`config.mk`:
```
export PLATFORM = sky130hd
export DESIGN_NAME = mem_arbiter
export DESIGN_NICKNAME = d
export VERILOG_FILES = /design/src/rtl/mem_arb_types.sv /design/src/rtl/mem_req_reg.sv /design/src/rtl/mem_arbiter.sv
export SDC_FILE = /design/constraint.sdc
export NUM_CORES = 1
export LEC_CHECK = 0
export CORE_AREA = 2 2 120 122
export DETAILED_ROUTE_END_ITERATION = 12
export DIE_AREA = 0 0 122 124
export PLACE_DENSITY = 0.7
export SYNTH_ARGS = -nofsm -noshare
export SYNTH_HDL_FRONTEND = slang
export SYNTH_SLANG_ARGS = --single-unit
```
`constraint.sdc`:
```
create_clock -name clk -period 3.88 [get_ports clk]
set_clock_uncertainty 0.1 [all_clocks]
set_input_delay 0.776 -clock clk [delete_from_list [all_inputs] [get_ports clk]]
set_output_delay 0.776 -clock clk [all_outputs]
set_load 0.1 [all_outputs]
```
`src/rtl/mem_arb_types.sv`:
```
// Shared types for the instruction/data memory arbiter.
package mem_arb_types;

   typedef enum logic [1:0] {
      IDLE       = 2'd0,
      SERVE_INST = 2'd1,
      SERVE_DATA = 2'd2
   } arb_state_t;

   typedef enum logic {
      INST = 1'b0,
      DATA = 1'b1
   } grant_t;

   typedef enum logic {
      OP_READ  = 1'b0,
      OP_WRITE = 1'b1
   } mem_op_t;

endpackage

```
`src/rtl/mem_req_reg.sv`:
```
// Latched copy of the granted request; mem_* outputs are driven from here,
// so requester activity during a transaction cannot disturb the memory port.
module mem_req_reg
   import mem_arb_types::*;
(
   input  logic        clk,
   input  logic        rst,
   input  logic        load,
   input  logic [31:0] next_address,
   input  logic [31:0] next_wdata,
   input  logic [3:0]  next_byte_enable,
   input  mem_op_t     next_op,
   output logic [31:0] address,
   output logic [31:0] wdata,
   output logic [3:0]  byte_enable,
   output mem_op_t     op
);

   always_ff @(posedge clk or negedge rst) begin
      if (!rst) begin
         address     <= '0;
         wdata       <= '0;
         byte_enable <= '0;
         op          <= OP_READ;
      end else if (load) begin
         address     <= next_address;
         wdata       <= next_wdata;
         byte_enable <= next_byte_enable;
         op          <= next_op;
      end
   end

endmodule

```
`src/rtl/mem_arbiter.sv`:
```
// Two-port (instruction/data) arbiter onto one memory port; one outstanding
// transaction, grant in IDLE, resp forwarded combinationally, IDLE after resp.
module mem_arbiter
   import mem_arb_types::*;
#(
   parameter int PRIORITY_MODE = 1
) (
   input  logic        clk,
   input  logic        rst,
   input  logic [31:0] inst_mem_address,
   input  logic        inst_mem_read,
   input  logic        inst_mem_write,
   input  logic [3:0]  inst_mem_byte_enable,
   input  logic [31:0] inst_mem_wdata,
   output logic [31:0] inst_mem_rdata,
   output logic        inst_mem_resp,
   input  logic [31:0] data_mem_address,
   input  logic        data_mem_read,
   input  logic        data_mem_write,
   input  logic [3:0]  data_mem_byte_enable,
   input  logic [31:0] data_mem_wdata,
   output logic [31:0] data_mem_rdata,
   output logic        data_mem_resp,
   output logic [31:0] mem_address,
   output logic        mem_read,
   output logic        mem_write,
   output logic [3:0]  mem_byte_enable,
   output logic [31:0] mem_wdata,
   input  logic [31:0] mem_rdata,
   input  logic        mem_resp,
   output logic        arb_busy
);

   arb_state_t  state, next_state;
   grant_t      last_grant;
   grant_t      grant_sel;
   logic        grant_en;
   logic        inst_req, data_req;
   logic [31:0] next_address, next_wdata;
   logic [3:0]  next_byte_enable;
   mem_op_t     next_op;
   mem_op_t     req_op;

   assign inst_req = inst_mem_read | inst_mem_write;
   assign data_req = data_mem_read | data_mem_write;

   always_comb begin
      next_state = state;
      grant_en   = 1'b0;
      grant_sel  = DATA;
      case (state)
         IDLE: begin
            if (inst_req && data_req) begin
               if (PRIORITY_MODE != 0) grant_sel = DATA;
               else                    grant_sel = (last_grant == DATA) ? INST : DATA;
            end else if (inst_req) begin
               grant_sel = INST;
            end
            if (inst_req || data_req) begin
               grant_en   = 1'b1;
               next_state = (grant_sel == DATA) ? SERVE_DATA : SERVE_INST;
            end
         end
         SERVE_INST, SERVE_DATA: begin
            if (mem_resp) next_state = IDLE;
         end
         default: next_state = IDLE;
      endcase
   end

   // Write strobe dominates when a port raises both.
   always_comb begin
      if (grant_sel == DATA) begin
         next_address     = data_mem_address;
         next_wdata       = data_mem_wdata;
         next_byte_enable = data_mem_byte_enable;
         next_op          = data_mem_write ? OP_WRITE : OP_READ;
      end else begin
         next_address     = inst_mem_address;
         next_wdata       = inst_mem_wdata;
         next_byte_enable = inst_mem_byte_enable;
         next_op          = inst_mem_write ? OP_WRITE : OP_READ;
      end
   end

   always_ff @(posedge clk or negedge rst) begin
      if (!rst) begin
         state      <= IDLE;
         last_grant <= DATA;
      end else begin
         state <= next_state;
         if (grant_en) last_grant <= grant_sel;
      end
   end

   mem_req_reg u_req_reg (
      .clk              (clk),
      .rst              (rst),
      .load             (grant_en),
      .next_address     (next_address),
      .next_wdata       (next_wdata),
      .next_byte_enable (next_byte_enable),
      .next_op          (next_op),
      .address          (mem_address),
      .wdata            (mem_wdata),
      .byte_enable      (mem_byte_enable),
      .op               (req_op)
   );

   assign arb_busy       = (state != IDLE);
   assign mem_read       = arb_busy && (req_op == OP_READ);
   assign mem_write      = arb_busy && (req_op == OP_WRITE);
   assign inst_mem_resp  = (state == SERVE_INST) && mem_resp;
   assign data_mem_resp  = (state == SERVE_DATA) && mem_resp;
   assign inst_mem_rdata = mem_rdata;
   assign data_mem_rdata = mem_rdata;

endmodule

```
Fig. 1: drive-strength map
Bar = 20 um.
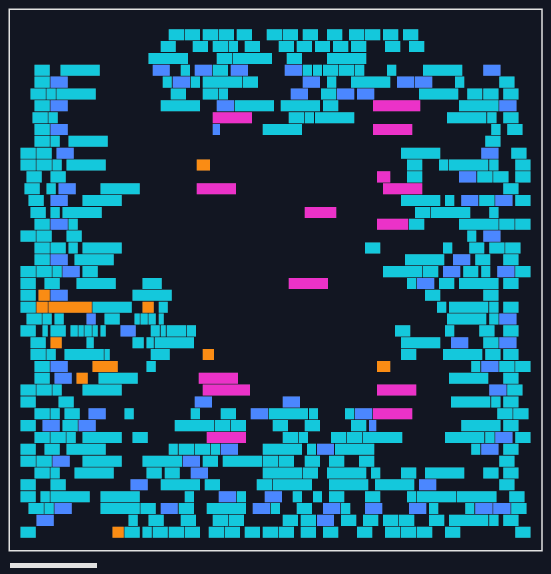
magenta -> drive 6 and up  # cells 14, share 3.0%, most used clkbuf_16
blue -> drive 2  # cells 72, share 15%, most used o221a_2
orange -> drive 3 to 4  # cells 11, share 2.4%, most used buf_4
cyan -> drive 1 or less  # cells 371, share 79%, most used clkdlybuf4s50_1
Final Cell Area: 5896 um2
Signal buffers: 218
synth-to-layout area growth: 56.60%
final setup margin: 1.134 ns

Fig. 2: where the registers sit
Bar = 20 um. Other sequential cells in the stronger gray, the rest of the logic in the fainter gray.
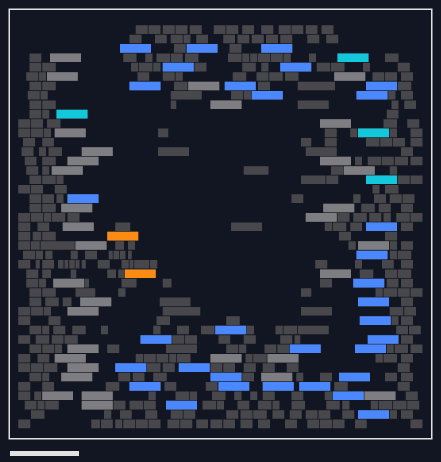
blue -> u_req_reg.address  # sequential cells 32
cyan -> u_req_reg.byte_enable  # sequential cells 4
orange -> state  # sequential cells 2
not colored = 33

Fig. 3: nets reached from selected ports
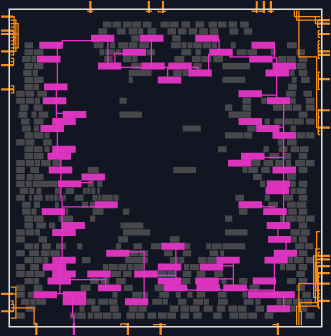
magenta -> rst  # bits 1, direction input, end cells 71, buffers 1, wire 569 um
orange -> inst_mem_rdata  # bits 32, direction output, end cells 0, buffers 0, wire 446 um

Fig. 4: routed metal, one color a layer
Bar = 20 um.
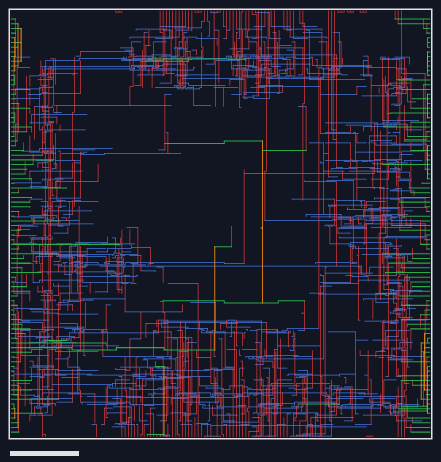
red -> met2  # wire length 5600 um
blue -> met1  # wire length 4760 um
orange -> met4  # wire length 209 um
green -> met3  # wire length 990 um
Post-Route WL: 11560 um
vias: 3060
wire per inst: 17.84 um

==> run_results.csv <==
group,metric,value,unit
synth,postSynthCellCount,320,
worst_setup_path,crit_chain,"clkdlybuf4s50_1",
placed_design,gp_congestion,0.7500,
sta,rsz0062_at_grt,"no",
layout,nets,641,
clock_network,cts_resized,0,
synth,ys_area,3765,um2
placed_design,io_buffers,215,
layout,drive_gt1_frac,0.2073,
drt,post-route-drc-count,0,
grt,grt_max_degree,72,
die,fp_util,0.2744,
clock_network,clock_path_buffers,2,
worst_setup_path,end_kind,"primary output",
die,core_area,13720,um2
worst_setup_path,reg2reg_to,"u_req_reg.address[27]",
placed_design,dpl.hpwl,8136,um
synth,top_cells_by_area,"dfrtp_1, o221a_2, buf_4",
die,dieArea,15130,um2
sta,finalSetupViolCount,0,
worst_setup_path,slowest_stage,"clkdlybuf4s50_1",
die,fp.dieH,124,um
flow_run,max_cap_violations,0,
grt,grt_pass1_wl,17260,um
sta,slew_headroom,0.2940,
worst_setup_path,r2r_cells,5,
drt,viasPerCell,4.722,
worst_setup_path,r2r_setup_slack,1.71,ns
worst_setup_path,required,3.00,ns
clock_network,postCtsSetupRepairBufs,0,
die,ios,312,
clock_network,cts_root_buf,"clkbuf_16",
synth,top_cell_area_share,0.4719,
clock_network,tritoncts,"built",
grt,first_global_vias,3305,
synth,synth.yosys.seq_area_share,0.4719,
clock_network,cts_buffers,9,
synth,ys.flops,71,
drt,wl_met1,4761,um
worst_setup_path,endpoint,"mem_wdata[3]",
layout,fillers,1297,
drt,dr.pass1.iters,4,
worst_hold_path,hold_path.class,"in2async",
drt,antenna_left,0,
outcome,status,"complete, no violations",
placed_design,place_ws,0.9327,ns
layout,insertedDiodeCount,0,
sta,post-route-period-util,0.7078,
synth,syn_area_per_cell,11.77,um2
worst_setup_path,slowest_delay,1.19,ns
drt,route.met2.wl,5598,um
die,rows,43,
worst_setup_path,cp.arrival,1.87,ns
die,dieWidth,122,um
worst_setup_path,r2r-start,"state[0]",
clock_network,clock-sinks,71,
worst_setup_path,path_buffers,1,
worst_setup_path,crit_path_start,"u_req_reg.wdata[3]",
worst_setup_path,worstSetupPathType,"reg2out",
worst_setup_path,worst_setup_path_start_kind,"flop",
layout,instances_no_fill,648,
sta,hold_viol_final,0,
synth,synthDistinctLibCells,20,
synth,syn-num-nets,498,
flow_run,warnings,28,
sta,finalMaxSlewViolations,0,
grt,grt_usage,0.1485,
sta,period_needed,2.746,ns
synth,synth_area,3765,um2
layout,utilization,0.4297,
placed_design,dp_cells,632,
sta,fmax,0.3641,GHz
clock_network,postCtsHoldBufs,0,
synth,ys.warnings.count,0,
worst_setup_path,cp_top_family,"buffers and inverters",
clock_network,clk_latency,0.33,ns
drt,top_layer_used,"met4",
-- through the flow --
step / hold WS (ns) / instance area, um2
6_report: 0.4395 / 5896
5_1_grt: 0.4781 / 5896
4_1_cts: 0.4358 / 5896
3_5_place_dp: 0.4215 / 5574
3_3_place_gp: 0.4008 / 5574
2_1_floorplan: 0.3626 / 3765
-- worst min path at each step --
stage,from,endpoint,slack (ns),depth (start not counted)
CTS,u_req_reg.op,u_req_reg.op,0.44,2
detailed placement,u_req_reg.op,u_req_reg.op,0.42,2
global placement,u_req_reg.op,u_req_reg.op,0.40,2
global route,u_req_reg.op,u_req_reg.op,0.48,2
floorplan,u_req_reg.op,u_req_reg.op,0.36,2
finish,rst,u_req_reg.wdata[10],0.44,1
-- cell usage in the layout (no fill, tap or decap), drive strengths merged, types with 3 or more instances in the layout --
cell type / instances
inv: 5
clkdlybuf4s50: 209
nand2b: 70
clkbuf: 9
a21oi: 3
clkinv: 4
ha: 3
o21ai: 4
dfrtp: 71
buf: 9
o221a: 68
-- Yosys cell counts --
library cell and n:
nor2_1 2, buf_2 12, o21a_1 1, ha_1 3, dfrtp_1 71, o221a_2 68, inv_1 4, o21ai_1 1
o41ai_4 1, buf_6 4, nand2_1 2, buf_4 65, a21oi_1 3, nand2b_1 70, nand3_2 1, nor2b_1 1
clkbuf_1 5, and2_1 2, or2_2 1, o21ai_0 3
-- area by class of cell --
class / count / area (um2) / area share
multi-input cells: 159 / 1373 / 0.2328
flip-flops and latches: 71 / 1777 / 0.3014
clock buffers: 9 / 225.2 / 0.03820
clock inverters: 7 / 96.34 / 0.01634
well taps: 180 / 225.2 / 0.03820
repair buffers: 218 / 2185 / 0.3705
inverters: 4 / 15.01 / 0.002547
-- cells by family after synthesis --
family,synth area share
AOI/OAI and AO/OA,0.2220
adders and majority gates,0.009971
buffers and inverters,0.1665
DFF,0.4719
and+or+nand+nor,0.1296
-- layer usage --
layer  GRT usage  vias to the layer above
met5           0                        -
met4     0.05460                        0
met3     0.04258                       37
met2      0.2524                      159
met1      0.1793                     1481
li1            -                     1383
-- sequential cells by signal (all words and copies together), names as in the netlist --
signal,flops
u_req_reg.wdata,32
state,2
u_req_reg.byte_enable,4
u_req_reg.address,32
u_req_reg.op,1
